<file path="src/rtl/game_core.sv">
// game_core: bar-dodging game engine.
// A one-hot bar falls from the top row to the player row. Each time it passes
// the player row it respawns at the top, and a new gap lane is drawn from an
// 8-bit LFSR. When the player's lane is not the gap lane, the player loses a
// life. The score counts score ticks while the game is running. The bar speeds
// up every LVL_TICKS score ticks.
//
// Ports:
//   gameclk   - clock, all logic on the rising edge
//   clr       - synchronous active-low reset
//   step_en   - game tick that advances the move counter
//   score_en  - score tick
//   start     - begin a game from IDLE, or restart from OVER
//   plrpos    - player lane
//   barpos    - one-hot bar row (bit NROW-1 is the top row, bit 0 is the player row)
//   holepos   - gap lane of the current bar
//   timealive - saturating survival score
//   lives     - remaining lives
//   hit       - one-cycle pulse when a life is lost
//   game_over - high while in OVER
//
// state | meaning
// IDLE  | waiting for start; ticks ignored
// PLAY  | bar moving, score counting
// OVER  | lives exhausted; outputs frozen until start
module game_core #(
  parameter int          NCOL      = 16,
  parameter int          NROW      = 9,
  parameter int          LIVES     = 3,
  parameter int          SCORE_W   = 16,
  parameter int          SPD_INIT  = 4,
  parameter int          LVL_TICKS = 32,
  parameter logic [7:0]  SEED      = 8'hA5,
  parameter int          HOLE_W    = $clog2(NCOL)
) (
  input  logic               gameclk,
  input  logic               clr,
  input  logic               step_en,
  input  logic               score_en,
  input  logic               start,
  input  logic [HOLE_W-1:0]  plrpos,
  output logic [NROW-1:0]    barpos,
  output logic [HOLE_W-1:0]  holepos,
  output logic [SCORE_W-1:0] timealive,
  output logic [2:0]         lives,
  output logic               hit,
  output logic               game_over
);

  typedef enum logic [1:0] {IDLE, PLAY, OVER} state_t;

  localparam int LW = $clog2(LVL_TICKS + 1);
  localparam logic [LW-1:0]     LVL_LOAD   = LW'(LVL_TICKS - 1);
  localparam logic [HOLE_W-1:0] NCOL_N     = HOLE_W'(NCOL);
  localparam logic [NROW-1:0]   BAR_TOP    = {1'b1, {(NROW-1){1'b0}}};
  localparam logic [2:0]        LIVES_INIT = 3'(LIVES);
  localparam logic [3:0]        SPD0       = 4'(SPD_INIT);

  // The gap lane comes from the low LFSR bits. Values past the last lane fold
  // back once. This is enough because the value is below 2*NCOL.
  function automatic logic [HOLE_W-1:0] hole_of(input logic [7:0] l);
    if (int'(l[HOLE_W-1:0]) >= NCOL)
      return l[HOLE_W-1:0] - NCOL_N;
    return l[HOLE_W-1:0];
  endfunction

  localparam logic [HOLE_W-1:0] HOLE_SEED = hole_of(SEED);

  state_t          state;
  logic [7:0]      lfsr;
  logic [7:0]      lfsr_nx;
  logic [3:0]      mcnt;
  logic [3:0]      level;
  logic [3:0]      spd;
  logic [LW-1:0]   lvl_cnt;
  logic            adv;
  logic            coll;

  assign lfsr_nx = {lfsr[6:0], lfsr[7] ^ lfsr[5] ^ lfsr[4] ^ lfsr[3]};

  // spd is based on the registered level. A level change in this cycle
  // therefore takes effect from the next step.
  always_comb begin
    spd = 4'd1;
    if (level < SPD0)
      spd = SPD0 - level;
  end

  // After a speed-up the count can already be past the new limit.
  // In that case the next step advances the bar.
  assign adv  = step_en && (mcnt >= spd - 4'd1);
  assign coll = (plrpos != holepos) || (int'(plrpos) >= NCOL);

  always_ff @(posedge gameclk) begin
    if (!clr || (state == OVER && start)) begin
      barpos    <= BAR_TOP;
      holepos   <= HOLE_SEED;
      timealive <= '0;
      lives     <= LIVES_INIT;
      level     <= 4'd0;
      mcnt      <= 4'd0;
      lvl_cnt   <= LVL_LOAD;
      hit       <= 1'b0;
      game_over <= 1'b0;
      state     <= clr ? PLAY : IDLE;
      // A restart keeps the LFSR running so that consecutive games differ.
      if (!clr)
        lfsr <= SEED;
    end else begin
      hit <= 1'b0;
      case (state)
        IDLE: begin
          if (start)
            state <= PLAY;
        end
        PLAY: begin
          if (step_en) begin
            if (adv) begin
              mcnt <= 4'd0;
              if (barpos[0]) begin
                barpos  <= BAR_TOP;
                lfsr    <= lfsr_nx;
                holepos <= hole_of(lfsr_nx);
                if (coll) begin
                  lives <= lives - 3'd1;
                  hit   <= 1'b1;
                  if (lives == 3'd1) begin
                    state     <= OVER;
                    game_over <= 1'b1;
                  end
                end
              end else begin
                barpos <= barpos >> 1;
              end
            end else begin
              mcnt <= mcnt + 4'd1;
            end
          end
          // Score ticks stop counting once the score saturates, so the level
          // also stops changing from that point.
          if (score_en && timealive != '1) begin
            timealive <= timealive + SCORE_W'(1);
            if (lvl_cnt == '0) begin
              lvl_cnt <= LVL_LOAD;
              if (level != 4'hF)
                level <= level + 4'd1;
            end else begin
              lvl_cnt <= lvl_cnt - LW'(1);
            end
          end
        end
        OVER: ;
        default: state <= IDLE;
      endcase
    end
  end

endmodule

</file>
<file path="config.mk">
export PLATFORM = sky130hd
export DESIGN_NAME = game_core
export DESIGN_NICKNAME = d
export VERILOG_FILES = /design/src/rtl/game_core.sv
export SDC_FILE = /design/constraint.sdc
export NUM_CORES = 1
export LEC_CHECK = 0
export CORE_ASPECT_RATIO = 2
export CORE_MARGIN = 5
export CORE_UTILIZATION = 35
export DETAILED_ROUTE_END_ITERATION = 16
export PLACE_DENSITY_LB_ADDON = 0.12
export SLEW_MARGIN = 20
export SYNTH_ARGS = -nofsm -noshare
export SYNTH_HDL_FRONTEND = slang
export SYNTH_SLANG_ARGS = --single-unit
export TNS_END_PERCENT = 100
</file>
<file path="constraint.sdc">
create_clock -name gameclk -period 2.65 [get_ports gameclk]
set_input_delay 0.265 -clock gameclk [delete_from_list [all_inputs] [get_ports gameclk]]
set_output_delay 0.265 -clock gameclk [all_outputs]
set_load 0.005 [all_outputs]
</file>
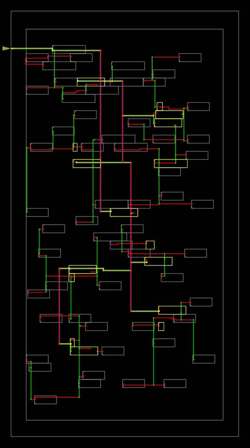
Figure 1: run 1, clock wiring as the flow saved it.
Clock Power: 0.00112 W
Skew-Pair Late Insertion Delay: 0.33 ns

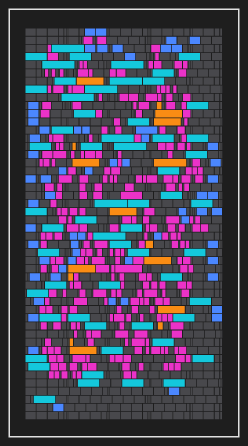
Figure 2: run 1, cells coloured by class.
Scale: 3 px per um. Fill, decap, tap and diode cells in grey.
- magenta: all other logic (cells 264; share of their area 45%)
- orange: clock drivers and dummy loads (cells 16; share of their area 7.4%)
- blue: other buffers and delay cells (cells 62; share of their area 15%)
- cyan: flip-flops (cells 58; share of their area 33%)

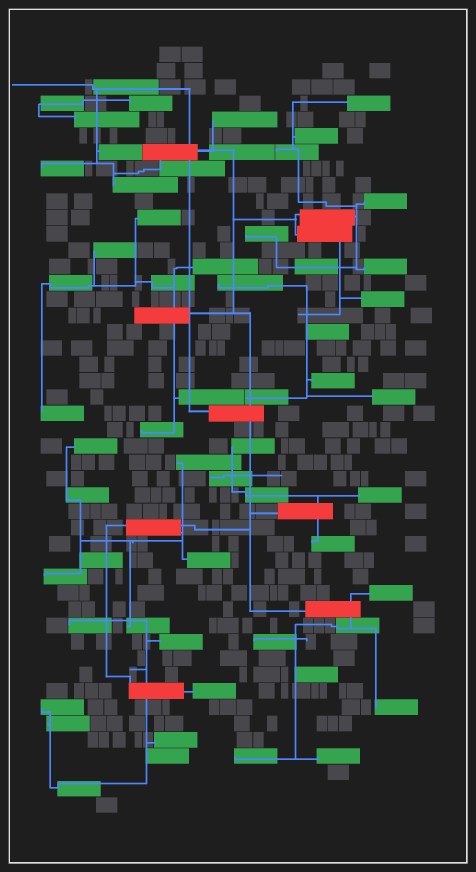
Figure 3: run 1, clock distribution.
Scale: 6 px per um.
- blue: clock wires (length 927 um)
- red: cells driving clock nets (count 9)
- green: flip-flops (count 58)
- flops lie: spread over the die

==> impl_metrics.py, run 1 <==
# Auto-generated metrics
metrics = {
    "status": {
        "status": "finished, final reports clean",
    },
    "critical_path": {
        "worstPathRequired_ns": 2.89,
        "reg2reg_slack_ns": 0.12,
        "arrival_ns": 2.78,
        "cpMaxStageDelayCell": "or4_4",
        "path_cells": "inv_2 -> ha_4 -> nand2_1 -> ha_1 -> xor2_1 -> ha_1 -> o21ai_0 -> nor2b_1 -> buf_4 -> or4_4 -> o31ai_1",
        "worst_r2r_path_depth": 11,
        "path_common_cell": "ha_1",
        "worstPathMaxFanout": 8,
    },
    "final_timing": {
        "rsz0062_at_grt": "false",
        "finalHoldViolCount": 0,
        "period_used_pct": 95.52,
        "maxSlewViolCount": 0,
        "holdWs_ns": 0.4839,
        "worst_pin_slew_ns": 0.8661,
    },
    "clock_network": {
        "clk_pin_slew_ns": 0.05,
        "cts_tree": "yes",
        "clockBufferDepth": 2,
        "htree_levels": 3,
    },
    "synth": {
        "ys_warn_count": 0,
        "synth_cell_types": 44,
        "numSynthFlops": 58,
        "top_area_share_pct": 31.50,
        "ys_seq_share_pct": 41.35,
        "synth_area_sq_mm": 0.003050,
    },
    "global_route": {
        "grt.met2_usage_pct": 29.07,
    },
    "final_layout": {
        "buffer_area_share_pct": 14.64,
        "finalNetCount": 417,
        "area_growth_pct": 30.56,
        "lay_top_cells": "dfxtp_1, clkdlybuf4s50_1, nand2_1, a21oi_1",
        "layout-drive-gt1-share_pct": 11.75,
        "logic_gates": 246,
    },
    "power_and_ir_drop": {
        "comb_cell_power_w": 0.000263,
        "pwr-share-comb_pct": 11.1,
    },
    "routing": {
        "topRoutingLayerUsed": "met4",
    },
    "die": {
        "core_sq_mm": 0.008588,
    },
    "placed_design": {
        "dp_hpwl_um": 5943,
        "gp_congestion": 0.8586,
    },
    "hold_path": {
        "worst_hold_path.endpoint": "barpos[2]$_SDFFE_PP0P_",
    },
}
## run 1: timing repair
item / in CTS / in global routing
hold endpoints to repair: 0 / 0
endpoints found under the setup margin: 0 / 7
resized: 0 / 5
## run 1: worst max path at each step
stage,end,slack [ns],cells past startpoint
finish,game_over$_SDFFE_PP0P_,0.12,11
global placement,state[0]$_DFFE_PP_,0.13,9
floorplan,lfsr[0]$_SDFFCE_PP1P_,0.05,9
global route,state[1]$_SDFFCE_PP0P_,0.006,10
CTS,state[1]$_SDFFCE_PP0P_,0.03,10
detailed placement,state[1]$_SDFFCE_PP0P_,0.04,10
## run 1: cells in the mapped netlist, types with 10 or more instances
cell type / n
dfxtp_1: 48
a21oi_1: 28
nand2_1: 28
o31ai_1: 19
inv_1: 18
nor2_1: 16
nand4_1: 15
clkbuf_1: 13
ha_1: 13
nand3_1: 13
or3_1: 12
or4_1: 12
edfxtp_1: 10
## run 1: kinds of logic after synthesis
logic type / share of synthesized area, %
muxes: 3.363
DFF: 41.35
buffers and inverters: 5.250
xor gates and xnor gates: 2.871
AOI/OAI and AO/OA: 15.46
and+or+nand+nor: 26.37
adders and majority gates: 5.332
## run 1: flip-flops by register name (all words and copies together) (netlist names)
| name | flops |
|---|---|
| barpos | 9 |
| game_over | 1 |
| hit | 1 |
| holepos | 4 |
| level | 4 |
| lfsr | 8 |
| lives | 3 |
| lvl_cnt | 6 |
| mcnt | 4 |
| state | 2 |
| timealive | 16 |
## run 1: through the flow
step / util (%) / setup slack (ns) / area, sq um
3_3_place_gp: 42.76 / 0.1293 / 3672
3_5_place_dp: 42.76 / 0.03774 / 3672
6_report: 46.37 / 0.1187 / 3983
2_1_floorplan: - / 0.04936 / 3050
4_1_cts: 46.08 / 0.02692 / 3958
5_1_grt: 46.37 / 0.006409 / 3983
## Run 2: what changed since run 1
Settings changed: DONT_BUFFER_PORTS from default to 1, HOLD_SLACK_MARGIN from default to 0.08.
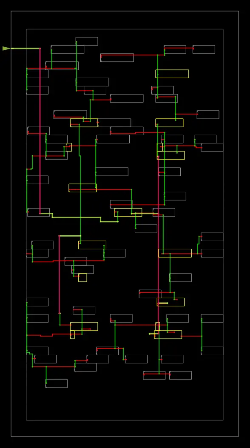
Figure 4: run 2, clock wiring as the flow saved it.
Flop Count: 58
CTS Sinks: 58
clock skew: 0.005534 ns
Num CTS Buffers: 9
clkbuf count: 10

==> run 2 against run 1 <==
Against the previous run:
- critical path depth down 3
- clock power up 9%
- sequential share of layout area rose by 3.5 points
- clock-buffer cell count rose by 1
- synthesized area did not move
- die size unchanged
- first-iteration DRC count rose by 54%
- design area down 10%
- register-to-register slack gained 0.04 ns
- fmax up 1.5%
==> impl_metrics.py, run 2 <==
# Auto-generated metrics
metrics = {
    "critical_path": {
        "arrival_ns": 2.53,
        "worstPathRequired_ns": 2.68,
        "worstPathMaxFanout": 4,
        "worst_r2r_path_depth": 8,
        "reg2reg_slack_ns": 0.15,
        "endpoint": "state[1]$_SDFFCE_PP0P_",
    },
    "final_timing": {
        "fin_ws_ns": 0.1549,
        "period_used_pct": 94.16,
        "finalHoldViolCount": 0,
        "rsz0062_at_grt": "false",
        "worst_pin_slew_ns": 0.9284,
    },
    "synth": {
        "common_cells": "dfxtp_1, a21oi_1, nand2_1, o31ai_1, inv_1",
        "ys_seq_share_pct": 41.35,
        "ys_warn_count": 0,
        "top_area_share_pct": 31.50,
        "synth_cell_types": 44,
        "numSynthFlops": 58,
        "most_common_cell": "dfxtp_1",
        "synth_area_sq_mm": 0.003050,
    },
    "status": {
        "status": "finished, final reports clean",
    },
    "final_layout": {
        "layout_top_registers": "timealive: 16 flops, barpos: 9 flops, lfsr: 8 flops",
        "finalNetCount": 374,
        "layout-drive-gt1-share_pct": 12.89,
        "lay_top_cells": "dfxtp_1, nand2_1, a21oi_1",
        "area_growth_pct": 17.56,
        "top_register": "timealive",
        "largest_register_ffs": 16,
    },
    "routing": {
        "first_pass_iters": 4,
        "topRoutingLayerUsed": "met4",
    },
    "power_and_ir_drop": {
        "ir_worst_vdd_uv": 338.8,
    },
    "die": {
        "core_sq_mm": 0.008588,
    },
    "clock_network": {
        "postCtsResizedCells": 0,
        "clock_latency_ns": 0.33,
        "clk_pin_slew_ns": 0.05,
        "cts_tree": "yes",
    },
    "global_route": {
        "grt.met2_usage_pct": 29.07,
    },
    "hold_path": {
        "worst_hold_path.endpoint": "state[0]$_DFFE_PP_",
    },
    "placed_design": {
        "gp_congestion": 0.7521,
        "dp_hpwl_um": 5849,
    },
}
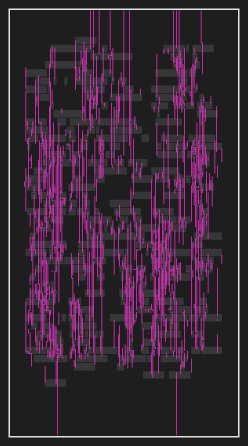
Figure 5: run 2, the metal 2 layer.
Scale: 3 px per um. Cells faint in the background.
- share of all routed wire: 56%
- main direction: vertical
- longest straight run: 48.1 um
- wire length on this layer: 4460 um
- nets with wire on the layer: 317

==> run 2: cell types whose count changed in the layout (fill, tap and decap cells not counted), sizes merged <==
cell           delta
clkdlybuf4s50    -42
clkinv            -2
buf               -1
bufinv            +1
clkbuf            +1
==> run 2: worst max-delay path, stage by stage, from the launching register on <==
cell and delay (ns):
dfxtp_1 0.30, buf_4 0.14, nor3_1 0.27, ha_1 0.29, ha_1 0.27, inv_1 0.04
o21a_1 0.18, or4_1 0.50, a21oi_2 0.19
==> run 2: area by class of cell <==
cell class              count  area (sq um)
flip-flops and latches     58          1261
fillers                   881          5002
clock buffers              10         229.0
inverters                  18         67.56
well taps                 100         125.1
clock inverters             6         81.33
multi-input cells         246          1667
repair buffers             19         155.1
==> run 2: cells by family (layout without fill, tap and decap cells) <==
logic type / count (synthesis) / count (layout) / synth area share, %
xor gates and xnor gates: 10 / 10 / 2.871
buffers and inverters: 40 / 53 / 5.250
and+or+nand+nor: 140 / 140 / 26.37
adders and majority gates: 13 / 13 / 5.332
muxes: 10 / 10 / 3.363
AOI/OAI and AO/OA: 73 / 73 / 15.46
DFF: 58 / 58 / 41.35
==> run 2: through the flow <==
stage | utilization (%) | instance area, sq um | hold slack, ns | total power [W]
2_1_floorplan | - | 3050 | 0.4495 | 0.001156
3_3_place_gp | 37.78 | 3244 | 0.4749 | 0.001230
3_5_place_dp | 37.78 | 3244 | 0.4742 | 0.001233
4_1_cts | 41.39 | 3555 | 0.1803 | 0.002468
5_1_grt | 41.75 | 3586 | 0.1904 | 0.002552
6_report | 41.75 | 3586 | 0.1917 | 0.002432
==> run 2: power breakdown <==
part           internal (W)  total (W)  switching [W]
sequential         0.000940   0.000979      0.0000392
clock              0.000815    0.00122       0.000402
combinational     0.0000842   0.000236       0.000152
## Run 3: what changed since run 2
==> constraint.sdc (replaced) <==
create_clock -name gameclk -period 2.65 [get_ports gameclk]
set_input_delay 0.265 -clock gameclk [delete_from_list [all_inputs] [get_ports gameclk]]
set_output_delay 0.265 -clock gameclk [all_outputs]
set_load 0.05 [all_outputs]
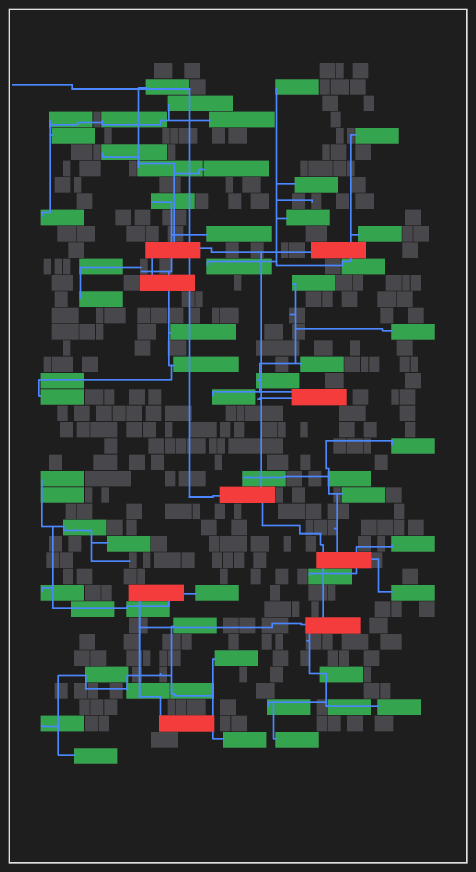
Figure 6: run 3, clock distribution.
Scale: 6 px per um.
- red: cells driving clock nets (count 9)
- blue: clock wires (length 894 um)
- green: flip-flops (count 58)
- routed clock nets: 10

==> run 3 against run 2 <==
Against the previous run:
- synthesized cell count did not move
- via count rose by 1.1%
- die size did not move
- flip-flop count did not move
- synthesized area did not move
- critical path depth rose by 1
- critical endpoint is now game_over$_SDFFE_PP0P_
- largest cell class unchanged
==> impl_metrics.py, run 3 <==
# Auto-generated metrics
metrics = {
    "final_layout": {
        "layout-drive-gt1-share_pct": 17.55,
        "design_area_sq_mm": 0.003679,
        "fillers": 880,
        "top_register": "timealive",
        "finalNetCount": 393,
        "layout_top_registers": "timealive: 16 flops, barpos: 9 flops, lfsr: 8 flops",
        "comb_area_sq_mm": 0.001678,
        "area_growth_pct": 20.59,
        "lay_top_cells": "dfxtp_1, buf_4, a21oi_1, nand2_1, o31ai_1",
        "largest_register_ffs": 16,
    },
    "power_and_ir_drop": {
        "p_clk_share_pct": 45.4,
        "internal-power_w": 0.001640,
        "pwr-share-comb_pct": 11.0,
        "swShare_pct": 26.80,
        "power_w": 0.002240,
        "p_sw_w": 0.0006004,
    },
    "final_timing": {
        "finalHoldViolCount": 0,
        "worst_pin_slew_ns": 0.8806,
        "holdWs_ns": 0.1988,
        "fin_ws_ns": 0.1247,
        "rsz0062_at_grt": "false",
        "period_used_pct": 95.29,
    },
    "synth": {
        "ys_seq_share_pct": 41.35,
        "synth_cell_types": 44,
        "ys_warn_count": 0,
        "synth_area_sq_mm": 0.003050,
        "common_cells": "dfxtp_1, a21oi_1, nand2_1, o31ai_1, inv_1",
        "numSynthFlops": 58,
        "top_area_share_pct": 31.50,
        "most_common_cell": "dfxtp_1",
    },
    "critical_path": {
        "cp.buffers_inverters": 3,
        "worstPathRequired_ns": 2.89,
        "path_cells": "buf_4 -> nor3_1 -> ha_1 -> ha_1 -> inv_1 -> o21a_1 -> buf_4 -> or4_4 -> o31ai_4",
        "crit_path_max_incr_delay_ns": 0.54,
        "reg2reg_slack_ns": 0.12,
        "path_delay_family": "simple AND/OR/NAND/NOR gates",
        "arrival_ns": 2.77,
        "cpMaxStageDelayCell": "or4_4",
    },
    "clock_network": {
        "cts_tree": "yes",
        "clock_latency_ns": 0.32,
        "clk_pin_slew_ns": 0.05,
        "numCtsBuffers": 9,
    },
    "placed_design": {
        "gp_congestion": 0.7710,
        "placed_area_sq_mm": 0.003374,
    },
    "status": {
        "status": "finished, final reports clean",
    },
    "hold_path": {
        "worst_hold_path.endpoint": "state[0]$_DFFE_PP_",
    },
}
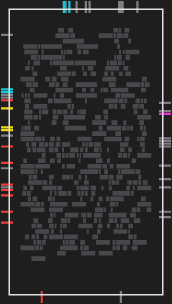
Figure 7: run 3, pin map.
Scale: 2 px per um. Pins as bars across the die edge, other pins in grey.
- yellow: lives (pins 3; direction output; edge left)
- red: barpos (pins 9; direction output; edge 8 left, 1 bottom)
- magenta: score_en (pins 1; direction input; edge right)
- cyan: plrpos (pins 4; direction input; edge 2 top, 2 left)
- all pins by edge: 19 left, 12 right, 10 top, 2 bottom

[run 3: cell counts after synthesis]
No cell type changed its count.
[run 3: cell type report]
type	instances	area share (%)
multi-input combinational	246	45.61
sequential	58	34.29
inverter	18	1.837
clock buffer	9	6.122
tap	100	3.401
timing repair buffer	38	7.755
clock inverter	7	0.9864
[run 3: worst max path at each step]
stage,depth (start not counted),to
4_1_cts,11,game_over$_SDFFE_PP0P_
2_1_floorplan,9,lfsr[0]$_SDFFCE_PP1P_
3_3_place_gp,10,state[0]$_DFFE_PP_
6_report,9,game_over$_SDFFE_PP0P_
3_5_place_dp,10,state[0]$_DFFE_PP_
5_1_grt,11,game_over$_SDFFE_PP0P_
[run 3: what timing repair did]
action / CTS / global route
buffers inserted: 0 / 0
resized: 0 / 8
endpoints found under the setup margin: 0 / 16
hold buffers: 0 / 0
[run 3: layer usage]
| metal | GRT usage [%] | wire (um) |
|---|---|---|
| met2 | 29.93 | 4498 |
| met3 | 4.689 | 436 |
| met1 | 14.87 | 3066 |
| met5 | 0 | 0 |
| met4 | 7.692 | 210 |
[run 3: logic make-up after synthesis]
logic type / synth area share, %
AOI/OAI and AO/OA: 15.46
xor gates and xnor gates: 2.871
adders and majority gates: 5.332
buffers and inverters: 5.250
DFF: 41.35
muxes: 3.363
and+or+nand+nor: 26.37
[run 3: power groups by stage]
stage / logic (W) / registers (W) / clock network, W
global route: 0.000274 / 0.000983 / 0.00108
global placement: 0.000244 / 0.000992 / 0
CTS: 0.000247 / 0.000977 / 0.00104
finish: 0.000246 / 0.000977 / 0.00102
detailed placement: 0.000245 / 0.000994 / 0
floorplan: 0.000171 / 0.000997 / 0
Power figures rest on the tool's default switching activity, not on a simulated workload.
